File: src/rtl/div_unit.sv
// Iterative restoring divider for MIPS DIV/DIVU in the execute stage.
// Holds the pipeline via div_stall and keeps hi/lo stable until the instruction leaves execute.
module div_unit #(
    parameter int unsigned WIDTH = 32,
    parameter int unsigned CNT_W = 6
) (
    input  logic             clk,
    input  logic             rst,
    input  logic             start,
    input  logic             signed_div,
    input  logic [WIDTH-1:0] a,
    input  logic [WIDTH-1:0] b,
    input  logic             flush,
    input  logic             stall_ext,
    output logic             div_stall,
    output logic             result_valid,
    output logic [WIDTH-1:0] hi,
    output logic [WIDTH-1:0] lo
);

    typedef enum logic [1:0] {
        IDLE = 2'd0,
        BUSY = 2'd1,
        DONE = 2'd2
    } state_t;

    state_t state, state_nxt;

    logic [WIDTH-1:0] rem_q, quo_q, dvs_q;
    logic [CNT_W-1:0] cnt_q;
    logic             qneg_q, rneg_q, dvz_q;
    logic             accept, finish;

    logic [WIDTH-1:0] abs_a, abs_b;
    logic [WIDTH:0]   shifted, diff;
    logic             fit;
    logic [WIDTH-1:0] rem_step, quo_step;

    // Operand magnitudes; unsigned mode passes operands through untouched.
    always_comb begin
        abs_a = (signed_div && a[WIDTH-1]) ? WIDTH'(-a) : a;
        abs_b = (signed_div && b[WIDTH-1]) ? WIDTH'(-b) : b;
    end

    // One restoring shift-subtract step; dividend bits shift out of quo_q as quotient bits shift in.
    always_comb begin
        shifted  = {rem_q, quo_q[WIDTH-1]};
        diff     = shifted - {1'b0, dvs_q};
        fit      = ~diff[WIDTH];
        rem_step = fit ? diff[WIDTH-1:0] : shifted[WIDTH-1:0];
        quo_step = {quo_q[WIDTH-2:0], fit};
    end

    always_ff @(posedge clk) begin
        if (rst) begin
            state <= IDLE;
        end else begin
            state <= state_nxt;
        end
    end

    // div_stall is derived before the flush override so it never depends on flush.
    always_comb begin
        state_nxt = state;
        div_stall = 1'b0;
        accept    = 1'b0;
        finish    = 1'b0;
        case (state)
            IDLE: begin
                div_stall = start;
                if (start) begin
                    state_nxt = BUSY;
                    accept    = 1'b1;
                end
            end
            BUSY: begin
                div_stall = 1'b1;
                if (cnt_q == CNT_W'(1)) begin
                    state_nxt = DONE;
                    finish    = 1'b1;
                end
            end
            DONE: begin
                if (!stall_ext) begin
                    state_nxt = IDLE;
                end
            end
            default: state_nxt = IDLE;
        endcase
        if (flush) begin
            state_nxt = IDLE;
            accept    = 1'b0;
            finish    = 1'b0;
        end
    end

    always_ff @(posedge clk) begin
        if (rst) begin
            rem_q  <= '0;
            quo_q  <= '0;
            dvs_q  <= '0;
            cnt_q  <= '0;
            qneg_q <= 1'b0;
            rneg_q <= 1'b0;
            dvz_q  <= 1'b0;
            hi     <= '0;
            lo     <= '0;
        end else if (accept) begin
            rem_q  <= '0;
            quo_q  <= abs_a;
            dvs_q  <= abs_b;
            cnt_q  <= CNT_W'(WIDTH);
            qneg_q <= signed_div & (a[WIDTH-1] ^ b[WIDTH-1]);
            rneg_q <= signed_div & a[WIDTH-1];
            dvz_q  <= (b == '0);
        end else if (state == BUSY) begin
            rem_q <= rem_step;
            quo_q <= quo_step;
            cnt_q <= cnt_q - CNT_W'(1);
            if (finish) begin
                // A zero divisor leaves the dividend as remainder; only the quotient is forced.
                hi <= rneg_q ? WIDTH'(-rem_step) : rem_step;
                lo <= dvz_q ? '1 : (qneg_q ? WIDTH'(-quo_step) : quo_step);
            end
        end
    end

    assign result_valid = (state == DONE);

endmodule

File: config.mk
export PLATFORM = sky130hd
export DESIGN_NAME = div_unit
export DESIGN_NICKNAME = d
export VERILOG_FILES = /design/src/rtl/div_unit.sv
export SDC_FILE = /design/constraint.sdc
export NUM_CORES = 1
export LEC_CHECK = 0
export CAP_MARGIN = 10
export CORE_ASPECT_RATIO = 1.4
export CORE_MARGIN = 2
export CORE_UTILIZATION = 25
export DETAILED_ROUTE_END_ITERATION = 12
export HOLD_SLACK_MARGIN = 0.06
export SKIP_CTS_REPAIR_TIMING = 1
export SLEW_MARGIN = 20
export SYNTH_ARGS = -nofsm -noshare
export SYNTH_HDL_FRONTEND = slang
export SYNTH_SLANG_ARGS = --single-unit
File: constraint.sdc
create_clock -name clk -period 6.68 [get_ports clk]
set_input_delay 1.002 -clock clk [delete_from_list [all_inputs] [get_ports clk]]
set_output_delay 1.002 -clock clk [all_outputs]
set_load 0.01 [all_outputs]
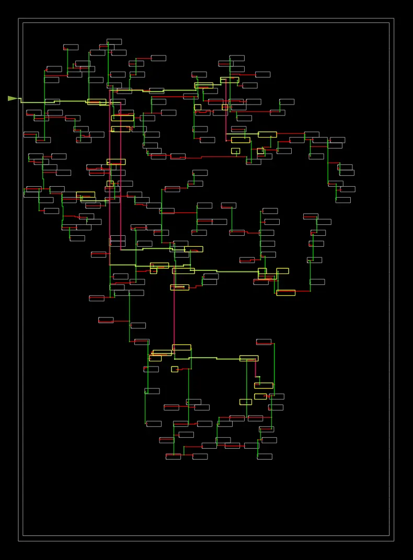
**Above:** run 1 (clock nets).
seq_cells: 171
clkbuf count: 17
clk ins delay skew pair: 0.46 ns
Clk power: 1.07 mW
total CTS buffers: 17

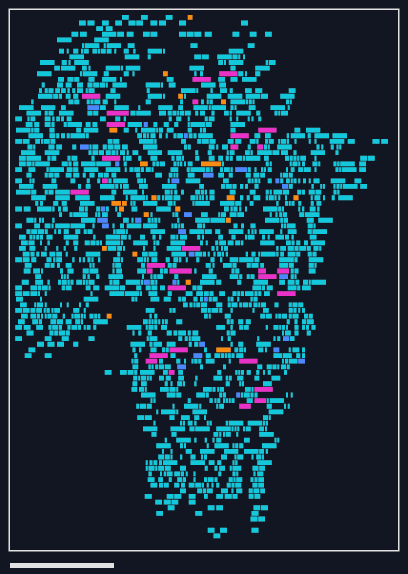
**Above:** run 1 (drive-strength map).
Scale bar: 50 microns.
Magenta shows drive 6 and up, cells 30. Cyan shows drive 1 or less, cells 1561. Orange shows drive 3 to 4, cells 21. Blue shows drive 2, cells 28.
setup slack after layout: 1.18 ns
final design area excluding fillers: 0.0143 sq mm
Signal buffers: 148
Area Overhead vs Synth: 21.3%

==> results.ini, run 1 <==
[status]
outcome = finished, final reports clean

[synthesis]
syn_nets = 1665
logic_family = AND-OR/OR-AND gates
ys_sh_simple_pct = 23.8
aoi_share_pct = 26.5
area_leaders = dfxtp_1 (29%), xor2_1 (6.0%), nand2_1 (5.8%), nor2_1 (5.7%), a211oi_1 (5.6%)
synth-main-ff-cell = dfxtp_1
yosysSeqAreaShare_pct = 29.1
edf_count = 0
postSynthRegisterBits = 171
ys_area_sq_mm = 0.0118
syn_avg_cell_area_sq_um = 7.56
yosysCellCount = 1556
synth_warnings = 0
yosys.area.top_type = dfxtp_1
synth_cells = 1556
ys_sh_xor_pct = 9.31
ys_types = 78
most_common_cell = nand2_1

[setup_path]
required_ns = 7.05
crit_end = lo[28]$_SDFFE_PP0P_
r2r-start = quo_q[31]$_SDFFE_PP0P_
slowest_delay_ns = 0.54
crit_fanout = 17
cp_data_arrival_time_ns = 5.88
cp_slowest_cell = or4_1

[global_routing]
grt_antenna_before_repair = 2
grt_overflow = 0

[clock_network]
clk_path_buf_depth = 2
clkSinkCount = 171
cts_tree = done
cts-root-buf = clkbuf_16
clkTransAtPathRegs_ns = 0.07
h-tree-depth = 4

[power]
switchingPower_mw = 1.31
p_int_mw = 2.07
p_leak_nw = 4.82
p_sw_share_pct = 38.8
power.share.clock_pct = 31.5

[die]
fp_util_pct = 25.2
core_sq_mm = 0.0467
dieWidth_microns = 187
taps = 624
die_area_sq_mm = 0.0488

[timing]
fin_tns_setup_ns = 0
min_period_ns = 5.50
slew_headroom_pct = 29.0
tightest_slew_ns = 1.06
fin_worst_skew_ns = 0.0165
period_used_pct = 82.4
setup_violations = 0
max_clock_freq_mhz = 182

[placed_design]
place_hpwl_microns = 33100
place_area_sq_mm = 0.0136
dp_cells = 2233
routabilityCongestion = 0.954

[finish]
lay_top_count = nand2_1
flop_area_sq_mm = 0.00342
mostFrequentLayoutCells = nand2_1 (182), nor2_1 (175), dfxtp_1 (171)
layout.nonclk_buf_share_pct = 10.1
fill_cells = 4988
utilization_pct = 30.5
finalNonFillerCells = 2265
largest_cell_class = multi-input combinational cells
sh_comb_area_pct = 54.6
drive_gt1_share_pct = 4.82
finalNetCount = 1737
seq_area_share_pct = 24.0
inv_count = 51
clock_area_share_pct = 4.38

[flow_run]
drv_cap = 0

[hold_path]
min_to = hi[14]$_SDFFE_PP0P_
hold_path_class = flop to flop
whs_path_depth = 2
hold_path.startpoint = hi[14]$_SDFFE_PP0P_

[drt]
dr.pass1.iters = 5
drtAntennaViolNets = 0
finalWirelength_microns = 42000

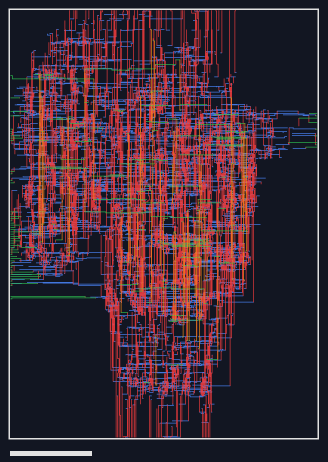
**Above:** run 1 (metal layers overlaid).
Scale bar: 50 microns.
Green shows met3, wire length 1520 microns. Red shows met2, wire length 23.0 mm. Blue shows met1, wire length 14500 microns. Orange shows met4, wire length 2950 microns.
Tot GR Track Use: 17.1%
drt wl/cell: 18.5 microns

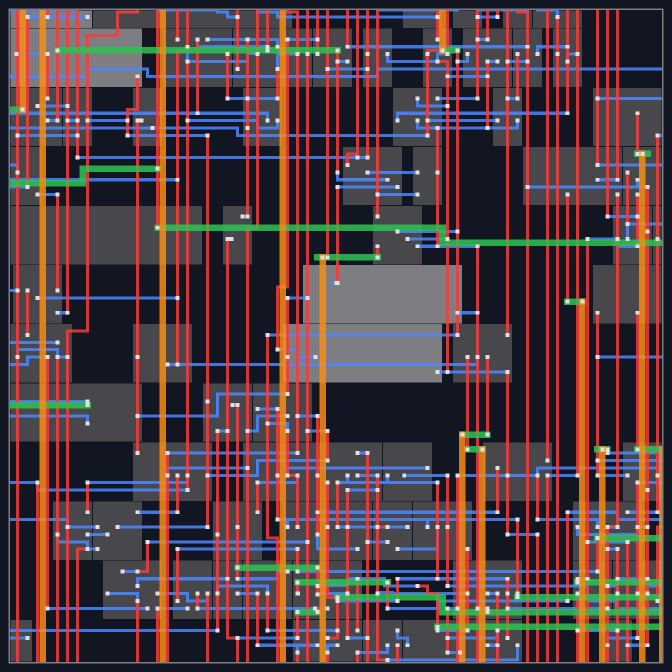
**Above:** run 1 (a small window of the routed layout).
Region (79, 115) to (109, 145) microns. Cells in grey, sequential cells in the stronger grey; small squares are vias.
Orange shows met4. Blue shows met1. Red shows met2. Green shows met3.
Netlist names of flops here include rem_q (3). Most frequent: nand2_1 (8). 65 logic cells have their middle in the window. Sequential cells in the window: 3.

## run 1: layer usage
layer | track usage (%) | up-vias | routed length (microns) | share of wire [%]
met5 | 0 | - | 0 | 0
met4 | 11.8 | 0 | 2950 | 7.0
met3 | 2.49 | 110 | 1520 | 3.6
met2 | 33.9 | 321 | 23000 | 55
met1 | 16.0 | 5567 | 14500 | 35
li1 | - | 5793 | - | -
## run 1: state kept, by name (all words and copies together) (netlist names)
signal	cells
rneg_q	1
dvz_q	1
qneg_q	1
state	2
hi	32
lo	32
dvs_q	32
quo_q	32
cnt_q	6
rem_q	32
## run 1: power groups by stage
stage	Clock [mW]	Combinational, mW	Sequential, mW
floorplan	0	0.833	1.11
global placement	0	1.19	1.13
detailed placement	0	1.20	1.13
CTS	1.09	1.20	1.10
global route	1.13	1.32	1.11
finish	1.07	1.21	1.11
**Run 1: I/O nets highlighted**

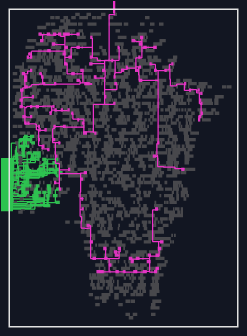

## Run 2: what changed since run 1
==> constraint.sdc (replaced) <==
create_clock -name clk -period 5.1 [get_ports clk]
set_input_delay 0.765 -clock clk [delete_from_list [all_inputs] [get_ports clk]]
set_output_delay 0.765 -clock clk [all_outputs]
set_load 0.01 [all_outputs]
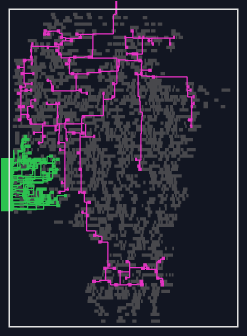
**Above:** run 2 (I/O nets highlighted).
Green shows a, bits 32, direction input, edge left, end cells 70, wire 1250 microns. Magenta shows rst, bits 1, direction input, edge top, end cells 134, wire 1470 microns.
Boundary Pins: 136
I/O Buffers: 135

==> run 2 against run 1 <==
Net effect:
- clock power is 24% higher
- highest routed layer unchanged
- critical path depth is 1 lower
- synthesized cell count stayed put
- flip-flop count stayed put
- register-to-register slack worse by 0.87 ns
- global-route usage is 0.43 points higher
- first-iteration DRC count is 17% higher
- critical path type unchanged
- final area is 2.2% higher
- non-clock buffer count is 37 higher
- via count is 1.3% higher
- clock skew is 0.0033 ns higher
==> results.ini, run 2 <==
[synthesis]
yosysCellCount = 1556  ; unchanged
syn_avg_cell_area_sq_um = 7.56  ; unchanged
yosys.area.top_type = dfxtp_1
ys_area_sq_mm = 0.0118  ; unchanged
ys_sh_xor_pct = 9.31  ; unchanged
most_common_cell = nand2_1
ys_sh_simple_pct = 23.8  ; unchanged
synth-main-ff-cell = dfxtp_1
ys_types = 78  ; unchanged
aoi_share_pct = 26.5  ; unchanged
area_leaders = dfxtp_1 (29%), xor2_1 (6.0%), nand2_1 (5.8%), nor2_1 (5.7%), a211oi_1 (5.6%)
syn_nets = 1665  ; unchanged
synth_cells = 1556  ; unchanged
logic_family = AND-OR/OR-AND gates
edf_count = 0  ; unchanged
postSynthRegisterBits = 171  ; unchanged
synth_warnings = 0  ; unchanged

[placed_design]
routabilityCongestion = 0.938  ; -1.7%
dp_cells = 2270  ; +1.7%
place_area_sq_mm = 0.0139  ; +2.3%
dp_slack_ns = 0.123

[hold_path]
whs_path_depth = 2  ; unchanged
hold_path_class = flop to flop
min_to = hi[3]$_SDFFE_PP0P_
hold_path.startpoint = hi[3]$_SDFFE_PP0P_

[setup_path]
cp_data_arrival_time_ns = 5.15  ; -0.73 ns
slowest_delay_ns = 0.52  ; -0.02 ns
r2r-start = dvs_q[15]$_SDFFE_PP0P_
crit_fanout = 7  ; -10
crit_end = lo[28]$_SDFFE_PP0P_
required_ns = 5.46  ; -1.59 ns

[timing]
period_used_pct = 93.9  ; +12 points
fin_worst_skew_ns = 0.0198  ; +0.00333 ns
min_period_ns = 4.79  ; -0.712 ns
tightest_slew_ns = 1.02  ; -0.0366 ns
max_clock_freq_mhz = 209  ; +15%
fin_tns_setup_ns = 0  ; unchanged
slew_headroom_pct = 31.9  ; +2.9 points

[finish]
clock_area_share_pct = 4.13  ; -0.25 points
finalNonFillerCells = 2302  ; +1.6%
drive_gt1_share_pct = 7.51  ; +2.7 points
clkbuf_count = 17  ; unchanged
n_all_buffers = 185  ; +25%
ff_count = 171  ; unchanged
utilization_pct = 31.2  ; +0.67 points
sh_comb_area_pct = 53.8  ; -0.87 points
lay_top_count = nand2_1
inv_count = 51  ; unchanged
design_area_sq_mm = 0.0146  ; +2.2%
largest_cell_class = multi-input combinational cells
layout.nonclk_buf_share_pct = 11.9  ; +1.8 points
mostFrequentLayoutCells = nand2_1 (182), nor2_1 (175), dfxtp_1 (170)
area_growth_syn_to_layout_pct = 23.9
flop_area_sq_mm = 0.00342  ; about the same

[flow_run]
drv_cap = 0  ; unchanged

[power]
pg_seq_mw = 1.44  ; +30%
p_int_mw = 2.66  ; +29%
power_leader = combinational logic
power.share.clock_pct = 30.1  ; -1.4 points
pg_comb_mw = 1.65  ; +36%
switchingPower_mw = 1.77  ; +35%
p_sw_share_pct = 40.0  ; +1.1 points
pg_clk_mw = 1.33  ; +24%

[die]
taps = 624  ; unchanged
fp_util_pct = 25.2  ; unchanged
core_sq_mm = 0.0467  ; unchanged
dieWidth_microns = 187  ; unchanged

[status]
outcome = finished, final reports clean

[clock_network]
cts-root-buf = clkbuf_16
insertion_delay_ns = 0.46  ; about the same
clkSinkCount = 171  ; unchanged
clk_path_buf_depth = 2  ; unchanged

[drt]
dr.pass1.iters = 5  ; unchanged
avgRoutedWirePerCell_microns = 18.7  ; +0.65%
finalWirelength_microns = 43000  ; +2.3%
drtAntennaViolNets = 0  ; unchanged

[global_routing]
grt.total_usage_pct = 17.5  ; +0.43 points
grt_antenna_before_repair = 0  ; -2
grt_overflow = 0  ; unchanged

## run 2: cell types whose count changed in the layout (fill, tap and decap cells not counted), moves of 2 or more
cell / change
buf_4: +36
bufinv_16: -2
clkinvlp_4: +2
ha_1: -2
ha_2: +2
inv_6: -3
## run 2: worst min-delay path, delay by kind of cell, from the launching register on
kind            cells  cell delay [ns]
compound gates      1             0.05
simple gates        1             0.05
flops               1             0.31
## run 2: routing by layer
layer | track usage, % | vias to the layer above | wire length (microns)
li1 | - | 5862 | -
met4 | 13.4 | 0 | 3350
met1 | 17.0 | 5628 | 15400
met2 | 33.6 | 343 | 22900
met5 | 0 | - | 0
met3 | 2.27 | 117 | 1300
Power is estimated from default activity; no workload was simulated.
